### Placed standard cells

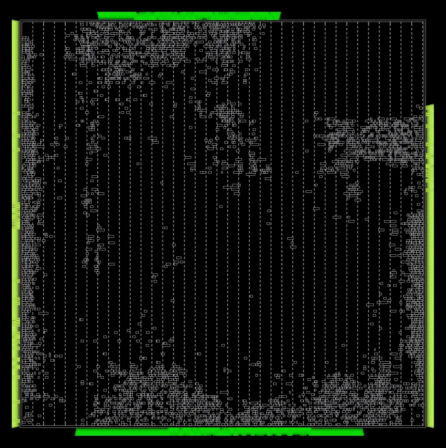
### Ports around the boundary

Pins as bars across the die edge, other pins in grey.
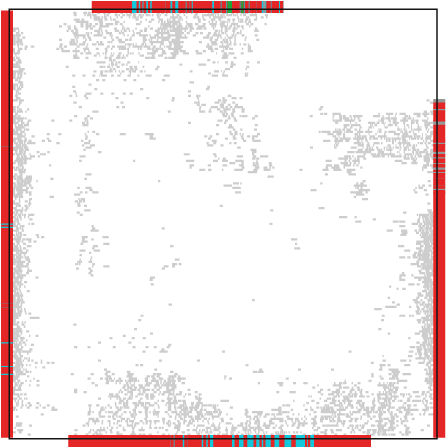
### Placed cells, one colour a class

Fill, decap, tap and diode cells in grey.
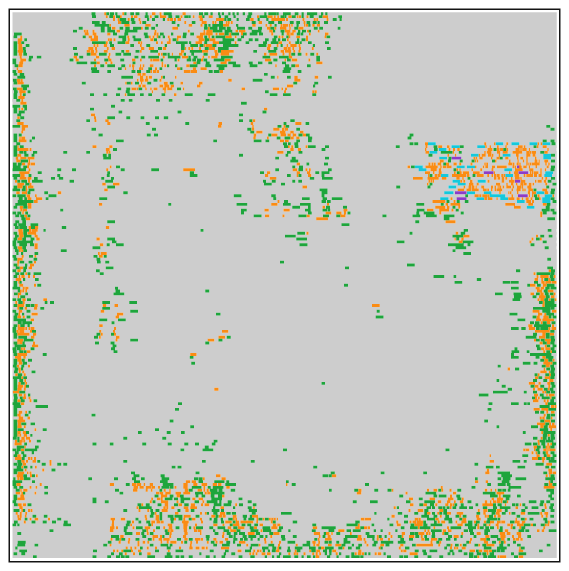
### Routed clock nets over the placement

Bar = 200 um.
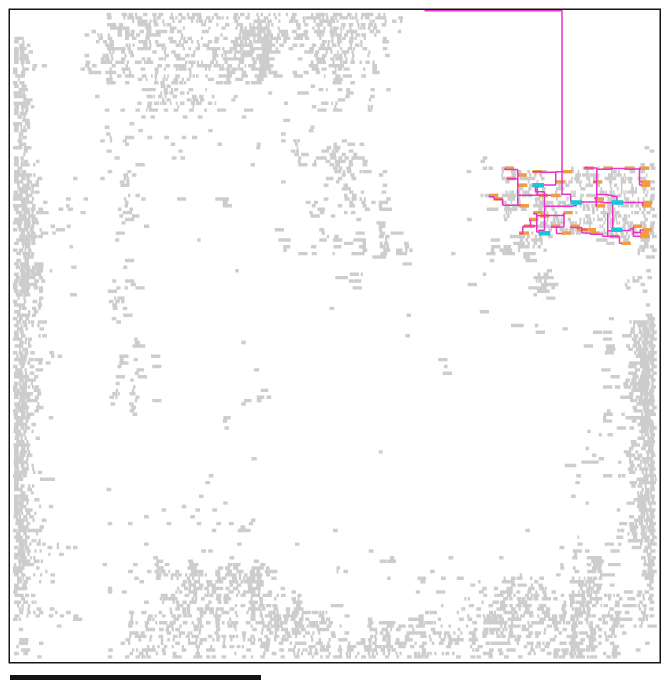
### Wiring by layer

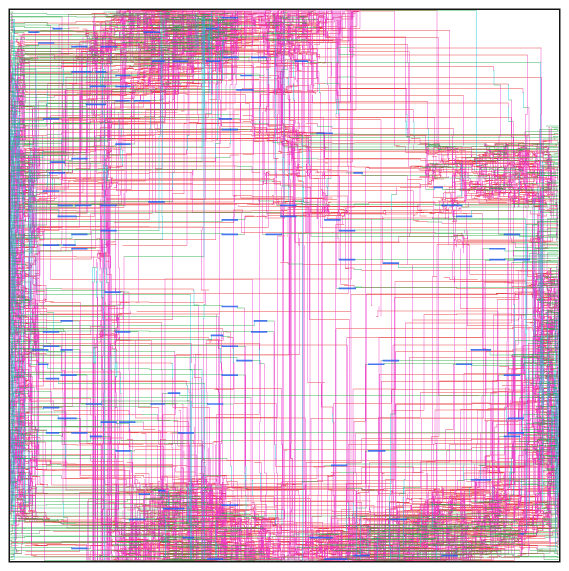
==> config.mk <==
export PLATFORM = sky130hd
export DESIGN_NAME = rs_encode_stream_out_ctrl
export DESIGN_NICKNAME = d
export VERILOG_FILES = /design/src/rtl/rs_encode_pkg.sv /design/src/rtl/rs_unit_out_mux.sv /design/src/rtl/rs_encode_stream_out_ctrl.sv
export SDC_FILE = /design/constraint.sdc
export NUM_CORES = 1
export LEC_CHECK = 0
export ABC_AREA = 1
export CORE_AREA = 2 2 515 517
export DETAILED_ROUTE_END_ITERATION = 8
export DIE_AREA = 0 0 517 519
export SYNTH_ARGS = -nofsm -noshare
export SYNTH_HDL_FRONTEND = slang
export SYNTH_SLANG_ARGS = --single-unit
==> constraint.sdc <==
create_clock -name clk -period 3 [get_ports clk]
set_input_delay 0.75 -clock clk [delete_from_list [all_inputs] [get_ports clk]]
set_output_delay 0.75 -clock clk [all_outputs]
set_load 0.005 [all_outputs]
==> results.cfg <==
; synthesis and place-and-route metrics
[placed_design]
pre_cts_slack_ns = -1.27
hpwl_um = 231000
place.gp.congestion = 1.03
placed_area_mm2 = 0.0315

[final_timing]
fin_ws_ns = -0.146
setup_violations = 118
finalHoldViolations = 0
layout_min_cycle_time_ns = 3.15
tightest_slew_ns = 0.879
setup_tns_ns = -5.12
relSlewSlack_pct = 40.8
slew_viol_final = 0
grt_setup_unrepaired = true
finalClockPeriodUsage_pct = 105
fmax_ghz = 0.318

[logic_synthesis]
synth_area_per_cell_um2 = 5.00
synth_warnings = 0
synthTopCellsByCount = o21ai_0 (793), a21oi_1 (543), nor2_1 (317)
ys.flop_type = dfxtp_1
yosysUniqueCellTypes = 34
syn-cell-area_mm2 = 0.0110
synth_nets = 3268
yosys-stat-area_mm2 = 0.0110
ys_cells = 2205
top_area_share_pct = 36.0
topCellsByArea = o21ai_0 (36%), a21oi_1 (25%), nor2_1 (11%)
synth_cells = 2205
synthArstFlopShare_pct = 0
synth_top_cell_by_count = o21ai_0
numSynthFlops = 41
yosysTopAreaCell = o21ai_0
ys_seq_share_pct = 7.44
synth-edff-count = 0

[grt]
gr-usage-all-layers_pct = 18.6
grt_max_degree = 80
grt_pass1_wl_um = 311000
grt_pass1_vias = 23644
antenna_found_initial = 369
gr-total-overflow = 0

[cts]
cts_buffers = 5
h-tree-depth = 2
cts.sinks = 41
root_buffer = clkbuf_16
cts_tree = built
cts.clk_slew.worst_paths_ns = 0.07
clk_path_buf_depth = 2

[power]
vdd_drop_max_mv = 0.509
fin_total_pwr_uw = 25700
leakage_uw = 0.0133
power_density_mw_per_mm2 = 668

[outcome]
status = complete, but fails checks
violations = negative setup slack

[detailed_routing]
vias_per_cell = 3.54
remaining_drc_errors = 0
drtPass1Iterations = 5
drtIter0Drc = 2643
route.antenna.remaining_nets = 0
routedWlPerCell_um = 35.7

[worst_setup_path]
path_cells = inv_4 > ha_4 > buf_12 > buf_16 > buf_12 > buf_8 > a21oi_4 > o21ai_1 > o21ai_1 > a21oi_1 > buf_4 > buf_6
rrSetupSlack_ns = 0.19
cp-start-kind = register
critPathMaxFanout = 8
critical_path_required_ns = 2.25
slowest_stage = dfxtp_4
cp_num_buf_inv = 7
cp.depth = 12
r2r_cells = 21
cp.arrival_ns = 2.40
end_kind = output port
slowest_delay_ns = 0.38
critical_path_class = register to output port
critPathTopFamily = buffers and inverters

[die]
chip_area_mm2 = 0.268
num_io_pins = 1329
die_w_um = 517
fp_util_pct = 4.19

[flow_run]
drv_cap = 0

[final_layout]
fillers = 30294
nets = 4886
final_cell_mix = clkdlybuf4s50_1 (1068), o21ai_1 (317), o21ai_0 (287)
drive_above_1_share_pct = 38.1
final_common_cell = clkdlybuf4s50_1
synthToLayoutAreaGrowth_pct = 249

[hold_path]
hold_class = register to register
hold_depth = 2
Notes on 'Placed standard cells' above:
num tapcells: 3533
final std cells w/o fill: 7493
utilization after layout: 14.6%
Flops: 41
Rows: 189

Notes on 'Ports around the boundary' above:
[cyan] out_ctrl_dst_data | pins: 256 | direction: output | edge: 129 bottom, 95 top, 32 left
[red] rs_unit_out_ctrl_data | pins: 1024 | direction: input | edge: 348 left, 272 right, 265 bottom, 139 top
[green] out_ctrl_rs_unit_rdy | pins: 4 | direction: output | edge: top
all pins by edge: 397 bottom, 380 left, 301 right, 251 top
die height: 519 um
port bufs: 1328

Notes on 'Placed cells, one colour a class' above:
[green] remaining buffers and delay cells | cells: 1846
[purple] clock drivers and dummy loads | cells: 8
[orange] remaining logic cells | cells: 1929
[cyan] registers | cells: 41
flop share of the area: 2.15%
core area: 0.263 mm2
Finished Cell Area: 0.0384 mm2

Notes on 'Routed clock nets over the placement' above:
[magenta] clock wires | length: 935 um
[orange] flip-flops | count: 41
[cyan] clock-net drivers | count: 5
routed clock nets: 6
Clock Power Share: 2.6%
clock distribution power: 666 uW
clock skew: 0.00934 ns
Late-Pin Clk Latency: 0.30 ns

Notes on 'Wiring by layer' above:
[green] M3 | wire length: 38.5 mm
[blue] M5 | wire length: 1520 um
[cyan] M4 | wire length: 12000 um
[red] M1 | wire length: 98.6 mm
[magenta] M2 | wire length: 117 mm
vias: 26497
WL final: 267000 um

-- final cells by class --
cell class	instances	area, um2	share of cell area, %
Clock inverter	1	30.0	0.0781
Tap cell	3533	4420	11.5
Sequential cell	41	828	2.15
Inverter	59	288	0.749
Timing Repair Buffer	1846	19800	51.4
Timing Repair inverter	2	50.0	0.130
Multi-Input combinational cell	1868	12600	32.7
Antenna cell	136	340	0.885
Clock buffer	7	143	0.371
-- stage by stage --
step           hold WS (ns)  std cells
2_1_floorplan         0.447       2205
3_3_place_gp          0.459       7171
3_5_place_dp          0.454       7171
4_1_cts               0.482       7310
5_1_grt               0.513       7419
6_report              0.480       7493
-- report_power, final --
group,internal (uW),switching (uW),total (uW)
sequential,706,230,936
clock,417,249,666
combinational,10800,13300,24100
total,11900,13800,25700
-- layer usage --
layer,global-route usage [%],wire [um],vias to the layer above
li1,-,-,11253
met1,21.5,98600,12305
met2,29.0,117000,2013
met3,9.93,38500,694
met4,6.59,12000,232
met5,0,1520,-
-- kinds of logic after synthesis --
group	count (synthesis)	synth area share (%)
XOR/XNOR	16	1.27
adder cells (fa/ha/maj)	14	1.59
AND-OR/OR-AND	1345	61.4
flip-flops	41	7.44
AND/OR/NAND/NOR	493	18.0
buffers and inverters	296	10.4
-- worst reg2reg max path, delay by kind of cell, from the launching register on --
family,cells,cell delay (ns)
buf+inv,10,1.43
simple gates,7,0.54
flops,1,0.33
compound gates,3,0.23
fa+ha+maj,1,0.16
-- what timing repair did --
item                       4_1_cts  5_1_grt
gates cloned                    31       14
gates resized                 1790      594
pin swaps                      301      360
setup endpoints to repair      264      259
buffers inserted               129       66
hold buffers                     0        0
Power is estimated from default activity; no workload was simulated.
